==> src/rtl/daq_uart_pkg.sv <==
// Shared types and constants for the DAQ UART packetizer: packet FSM states,
// the sync byte and the bits-per-frame helper.
package daq_uart_pkg;

   localparam logic [7:0] SYNC_BYTE = 8'hA5;

   typedef enum logic [2:0] {
      S_IDLE,
      S_GRANT,
      S_SYNC,
      S_CHAN,
      S_DATA,
      S_CSUM
   } pkt_state_e;

   // Start bit + 8 data bits + optional parity + stop bits.
   function automatic int frame_bits(input int parity_en, input int stop_bits);
      return 9 + parity_en + stop_bits;
   endfunction

endpackage

==> src/rtl/uart_tx_core.sv <==
// Byte serialiser: start bit, 8 data bits LSB first, optional parity, stop bits.
// tx_ready is asserted in the final stop-bit cycle so bytes can run back to back.
module uart_tx_core
   import daq_uart_pkg::*;
#(
   parameter int CLKS_PER_BIT = 434,
   parameter int PARITY_EN    = 0,
   parameter int PARITY_ODD   = 0,
   parameter int STOP_BITS    = 1
) (
   input  logic       clk,
   input  logic       reset,
   input  logic       tx_valid,
   input  logic [7:0] tx_data,
   output logic       tx_ready,
   output logic       tx_out
);

   localparam int FB = frame_bits(PARITY_EN, STOP_BITS);
   localparam int CW = $clog2(CLKS_PER_BIT);
   localparam logic [CW-1:0] CLK_LAST = CW'(CLKS_PER_BIT - 1);
   localparam logic [3:0]    BIT_LAST = 4'(FB - 1);

   logic [FB-1:0] frame;
   logic [FB-1:0] shreg;
   logic          active;
   logic [CW-1:0] clk_cnt;
   logic [3:0]    bit_cnt;
   logic          last;

   generate
      if (PARITY_EN != 0) begin : g_par
         logic par_bit;
         assign par_bit = (^tx_data) ^ (PARITY_ODD != 0);
         assign frame   = {{STOP_BITS{1'b1}}, par_bit, tx_data, 1'b0};
      end else begin : g_nopar
         assign frame   = {{STOP_BITS{1'b1}}, tx_data, 1'b0};
      end
   endgenerate

   assign last     = active && (bit_cnt == BIT_LAST) && (clk_cnt == CLK_LAST);
   assign tx_ready = !active || last;
   // shreg idles at all-ones, so the line is a plain register bit and reset
   // drives it high without waiting for a clock.
   assign tx_out   = shreg[0];

   always_ff @(posedge clk or negedge reset) begin
      if (!reset) begin
         shreg   <= '1;
         active  <= 1'b0;
         clk_cnt <= '0;
         bit_cnt <= '0;
      end else if (tx_valid && tx_ready) begin
         shreg   <= frame;
         active  <= 1'b1;
         clk_cnt <= '0;
         bit_cnt <= '0;
      end else if (active) begin
         if (clk_cnt == CLK_LAST) begin
            clk_cnt <= '0;
            if (bit_cnt == BIT_LAST) begin
               active <= 1'b0;
            end else begin
               bit_cnt <= bit_cnt + 4'd1;
               shreg   <= {1'b1, shreg[FB-1:1]};
            end
         end else begin
            clk_cnt <= clk_cnt + CW'(1);
         end
      end
   end

endmodule

==> src/rtl/daq_uart_packetizer.sv <==
// Multi-channel sample uplink: per-channel hold/pending/overrun, round-robin
// arbitration, packet framing with XOR checksum, UART serialisation.
module daq_uart_packetizer
   import daq_uart_pkg::*;
#(
   parameter int CLKS_PER_BIT = 434,
   parameter int N_CH         = 4,
   parameter int SAMPLE_W     = 24,
   parameter int PARITY_EN    = 0,
   parameter int PARITY_ODD   = 0,
   parameter int STOP_BITS    = 1
) (
   input  logic                     clk,
   input  logic                     reset,
   input  logic                     enable,
   input  logic [N_CH-1:0]          sample_valid,
   input  logic [N_CH*SAMPLE_W-1:0] sample_data,
   input  logic                     clr_overrun,
   output logic                     tx_uart_serial_out,
   output logic                     busy,
   output logic [N_CH-1:0]          overrun
);

   localparam int N_BYTES = SAMPLE_W / 8;
   localparam logic [1:0] BYTE_LAST = 2'(N_BYTES - 1);

   logic [N_CH-1:0][SAMPLE_W-1:0] hold;
   logic [N_CH-1:0]               pending;
   logic [N_CH-1:0]               gnt_vec;
   logic [SAMPLE_W-1:0]           gnt_hold;
   logic [SAMPLE_W-1:0]           pkt_data;
   logic [3:0]                    ptr, gnt_ch, pkt_ch;
   logic                          gnt_found, grant, en_q;
   logic [7:0]                    csum, tx_data, data_byte;
   logic [1:0]                    cnt, cnt_nxt;
   logic                          tx_valid, tx_ready, accept;
   pkt_state_e                    state, state_nxt;

   // Round-robin: first pending channel at or after ptr (ptr = one past last served).
   always_comb begin
      gnt_found = 1'b0;
      gnt_ch    = '0;
      for (int i = 0; i < N_CH; i++) begin
         for (int k = 0; k < N_CH; k++) begin
            if (!gnt_found && pending[k] &&
                (int'(ptr) + i == k || int'(ptr) + i == k + N_CH)) begin
               gnt_found = 1'b1;
               gnt_ch    = 4'(k);
            end
         end
      end
   end

   // A new packet may be granted from idle, or in the last stop-bit cycle of
   // the checksum so consecutive packets are separated by a single idle cycle.
   assign grant  = gnt_found && en_q &&
                   (state == S_IDLE || (state == S_CSUM && tx_ready));
   assign accept = tx_valid && tx_ready;

   always_comb begin
      gnt_vec  = '0;
      gnt_hold = '0;
      for (int k = 0; k < N_CH; k++) begin
         if (gnt_ch == 4'(k)) begin
            gnt_vec[k] = grant;
            gnt_hold   = hold[k];
         end
      end
   end

   always_comb begin
      int sel;
      sel = (state == S_DATA) ? int'(cnt) + 1 : 0;
      if (sel > N_BYTES - 1) sel = N_BYTES - 1;
      data_byte = pkt_data[(N_BYTES-1-sel)*8 +: 8];
   end

   always_ff @(posedge clk or negedge reset) begin
      if (!reset) state <= S_IDLE;
      else        state <= state_nxt;
   end

   // Each state names the byte currently on the line and offers the next one.
   always_comb begin
      state_nxt = state;
      cnt_nxt   = cnt;
      tx_valid  = 1'b0;
      tx_data   = SYNC_BYTE;
      case (state)
         S_IDLE:  if (grant) state_nxt = S_GRANT;
         S_GRANT: begin
            tx_valid = 1'b1;
            if (tx_ready) state_nxt = S_SYNC;
         end
         S_SYNC: begin
            tx_valid = 1'b1;
            tx_data  = {4'h0, pkt_ch};
            if (tx_ready) state_nxt = S_CHAN;
         end
         S_CHAN: begin
            tx_valid = 1'b1;
            tx_data  = data_byte;
            if (tx_ready) begin
               state_nxt = S_DATA;
               cnt_nxt   = '0;
            end
         end
         S_DATA: begin
            tx_valid = 1'b1;
            if (cnt == BYTE_LAST) begin
               tx_data = csum;
               if (tx_ready) state_nxt = S_CSUM;
            end else begin
               tx_data = data_byte;
               if (tx_ready) cnt_nxt = cnt + 2'd1;
            end
         end
         S_CSUM:  if (tx_ready) state_nxt = grant ? S_GRANT : S_IDLE;
         default: state_nxt = S_IDLE;
      endcase
   end

   always_ff @(posedge clk or negedge reset) begin
      if (!reset) begin
         hold     <= '0;
         pending  <= '0;
         overrun  <= '0;
         en_q     <= 1'b0;
         ptr      <= '0;
         pkt_ch   <= '0;
         pkt_data <= '0;
         csum     <= '0;
         cnt      <= '0;
      end else begin
         en_q <= enable;
         cnt  <= cnt_nxt;
         for (int k = 0; k < N_CH; k++) begin
            if (sample_valid[k]) begin
               hold[k]    <= sample_data[k*SAMPLE_W +: SAMPLE_W];
               pending[k] <= 1'b1;
            end else if (gnt_vec[k]) begin
               pending[k] <= 1'b0;
            end
            if (sample_valid[k] && pending[k] && !gnt_vec[k]) overrun[k] <= 1'b1;
            else if (clr_overrun)                             overrun[k] <= 1'b0;
         end
         if (grant) begin
            pkt_ch   <= gnt_ch;
            pkt_data <= gnt_hold;
            ptr      <= (int'(gnt_ch) == N_CH - 1) ? 4'd0 : gnt_ch + 4'd1;
            csum     <= {4'h0, gnt_ch};
         end else if (accept && (state == S_CHAN ||
                                 (state == S_DATA && cnt != BYTE_LAST))) begin
            csum <= csum ^ tx_data;
         end
      end
   end

   assign busy = (state == S_SYNC) || (state == S_CHAN) ||
                 (state == S_DATA) || (state == S_CSUM);

   uart_tx_core #(
      .CLKS_PER_BIT(CLKS_PER_BIT),
      .PARITY_EN   (PARITY_EN),
      .PARITY_ODD  (PARITY_ODD),
      .STOP_BITS   (STOP_BITS)
   ) u_tx (
      .clk     (clk),
      .reset   (reset),
      .tx_valid(tx_valid),
      .tx_data (tx_data),
      .tx_ready(tx_ready),
      .tx_out  (tx_uart_serial_out)
   );

endmodule

==> config.mk <==
export PLATFORM = sky130hd
export DESIGN_NAME = daq_uart_packetizer
export DESIGN_NICKNAME = d
export VERILOG_FILES = /design/src/rtl/daq_uart_pkg.sv /design/src/rtl/uart_tx_core.sv /design/src/rtl/daq_uart_packetizer.sv
export SDC_FILE = /design/constraint.sdc
export NUM_CORES = 1
export LEC_CHECK = 0
export ABC_AREA = 1
export CORE_MARGIN = 2
export CORE_UTILIZATION = 55
export CTS_CLUSTER_SIZE = 16
export DETAILED_ROUTE_END_ITERATION = 10
export GPL_ROUTABILITY_DRIVEN = 0
export PLACE_DENSITY = 0.85
export SLEW_MARGIN = 20
export SYNTH_ARGS = -nofsm -noshare
export SYNTH_HDL_FRONTEND = slang
export SYNTH_SLANG_ARGS = --single-unit
==> constraint.sdc <==
create_clock -name clk -period 4.3 [get_ports clk]
set_clock_uncertainty 0.15 [all_clocks]
set_input_delay 0.86 -clock clk [delete_from_list [all_inputs] [get_ports clk]]
set_output_delay 0.86 -clock clk [all_outputs]
set_load 0.05 [all_outputs]
io_fan.png
The bar under the picture is 50 um long.
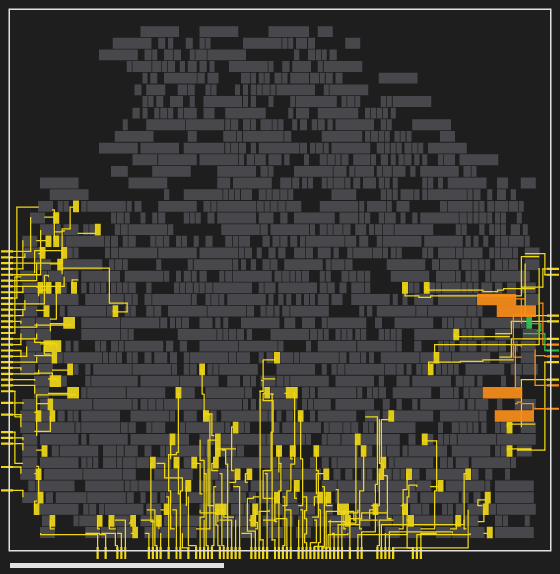
Orange is overrun, bits 4, direction output, edge right, end cells 4, buffers 4, wire 74.7 um. Green is clr_overrun, bits 1, direction input, edge right, end cells 1, buffers 1, wire 15.2 um. Yellow is sample_data, bits 96, direction input, edge 57 bottom, 32 left, 7 right, end cells 96, buffers 96, wire 2050 um.

placement_by_type.png
Fill, decap, tap and diode cells in grey.
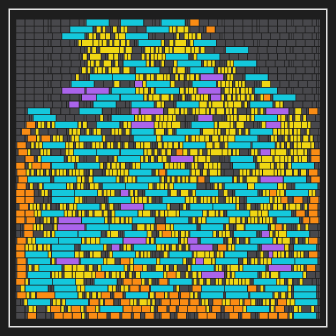
Orange is other buffers and delay cells, cells 121, share of their area 12%. Cyan is flops, cells 169, share of their area 43%. Purple is clock drivers and dummy loads, cells 32, share of their area 6.2%. Yellow is combinational and other logic, cells 803, share of their area 38%.

sizes.png
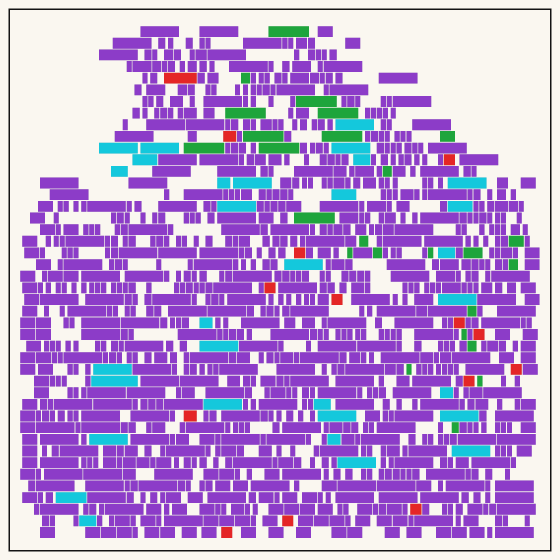
Purple is _0 and _1 cells, cells 1055, share 94%. Red is _3 and _4 cells, cells 14, share 1.2%. Green is _2 cells, cells 25, share 2.2%. Cyan is _6 and larger, cells 31, share 2.8%.
count of plain and timing-repair buffers: 121
least setup slack across all paths after layout: 0.810 ns
Syn-to-layout area delta: 22.1%
summed area of non-filler cells in the final layout: 10000 um^2

wires.png
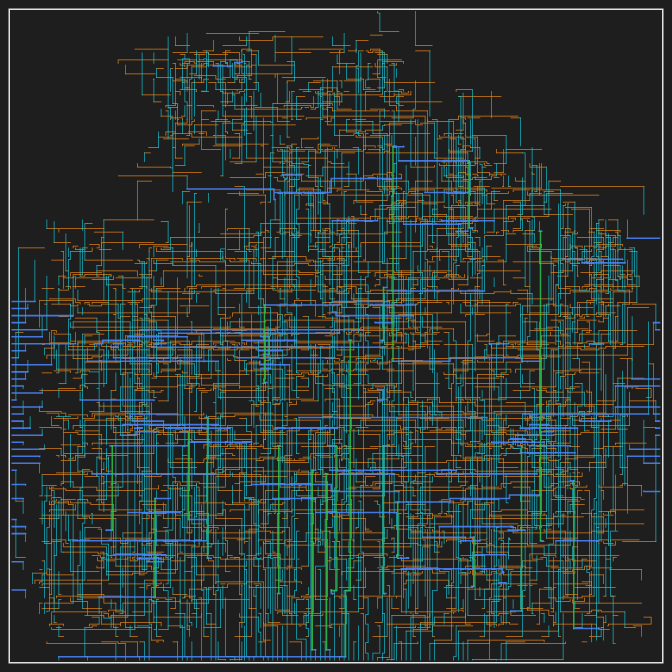
Green is metal 4, wire length 520 um. Orange is metal 1, wire length 8250 um. Blue is metal 3, wire length 1270 um. Cyan is metal 2, wire length 10500 um.

placement.png
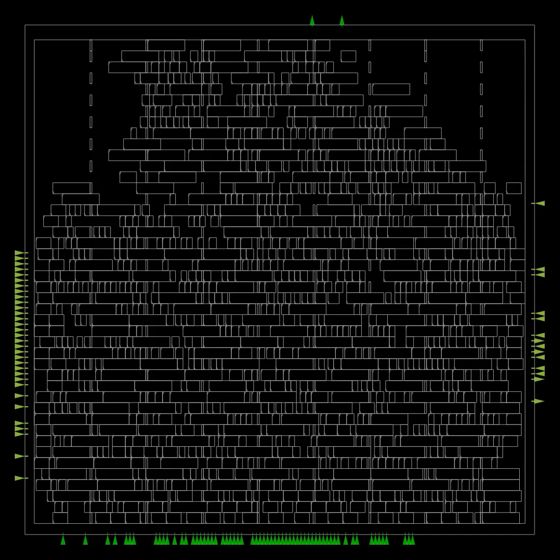
fill cell total of the finished layout: 1129
sequential fraction of total cell area: 42.4%
Util after Layout: 68.9%

==> results.txt <==
Implementation results

Once detail routing completed, the nets flagged for antenna violations numbered 0. The category of the most critical setup path is reg2reg. The unique cell type count in the Yosys netlist is 41.

The timing report shows the most common cell along the critical path to be sky130_fd_sc_hd__nand2_1. Summed over the clock group, the power is roughly 0.0016 W. The flow ran to the end, and the final reports show no timing, DRC or antenna violations. The count of cells in the finished layout, fillers not included, comes to ~1300. After detailed placement, the design holds a cell count of 1277. After floorplanning, the core was sized to cover ~15000 um^2. The synthesized area per cell is roughly 8.0 um^2.

For reference, compound AND-OR and OR-AND cells occupy 15.4% of the area reported after synthesis. The achievable frequency is around 290 MHz. STA on the placed design reports a worst setup slack of 0.879 ns. The synthesized netlist devotes 21.7% of its cell area to simple gates. The worst hold margin is 0.320 ns. The aggregate global-route resource usage is 27.3%.

The number of warnings in the stage logs is 33. The library cells used most frequently in the layout, excluding fill and tap cells, are 346 x sky130_fd_sc_hd__nand2_1, 160 x sky130_fd_sc_hd__dfrtp_1, 128 x sky130_fd_sc_hd__inv_1. The total power divided by cell area is 627 nW/um^2. More flip-flops sit in one register than any other, and that register is hold.

The arrival time reported for the critical path endpoint is 3.65 ns. The die is roughly 130 um wide. Row generation in the floorplan step produced 44 rows. IR analysis of the VDD net gives a maximum drop of about 0.35 mV. The tree built by TritonCTS fans out to 169 sinks. The portion of total power attributed to sequential cells is ~33%. For this run, the leading register cell type out of synthesis is sky130_fd_sc_hd__dfrtp_1. For this run the detailed placement stage logged an HPWL of about 14 mm. Among the non-sequential cells, simple AND/OR/NAND/NOR gates take the most area. The total number of yosys warnings is 0. Setup repair after global routing left no endpoint under its margin.
==> metal layers <==
layer | GRT usage (%) | vias up | share of wire, %
li1 | - | 3477 | -
met1 | 34.0 | 3429 | 40
met2 | 46.7 | 265 | 51
met3 | 5.82 | 44 | 6.2
met4 | 10.7 | 0 | 2.5
met5 | 0 | - | 0
==> area by class of cell <==
| type | count | share of cell area [%] |
|---|---|---|
| multi-input cells | 669 | 32.3 |
| repair buffers | 121 | 11.9 |
| clock inverters | 15 | 1.81 |
| flip-flops and latches | 169 | 42.4 |
| inverters | 134 | 5.02 |
| clock buffers | 17 | 4.25 |
| well taps | 184 | 2.30 |
Power and IR drop assume default switching activity.
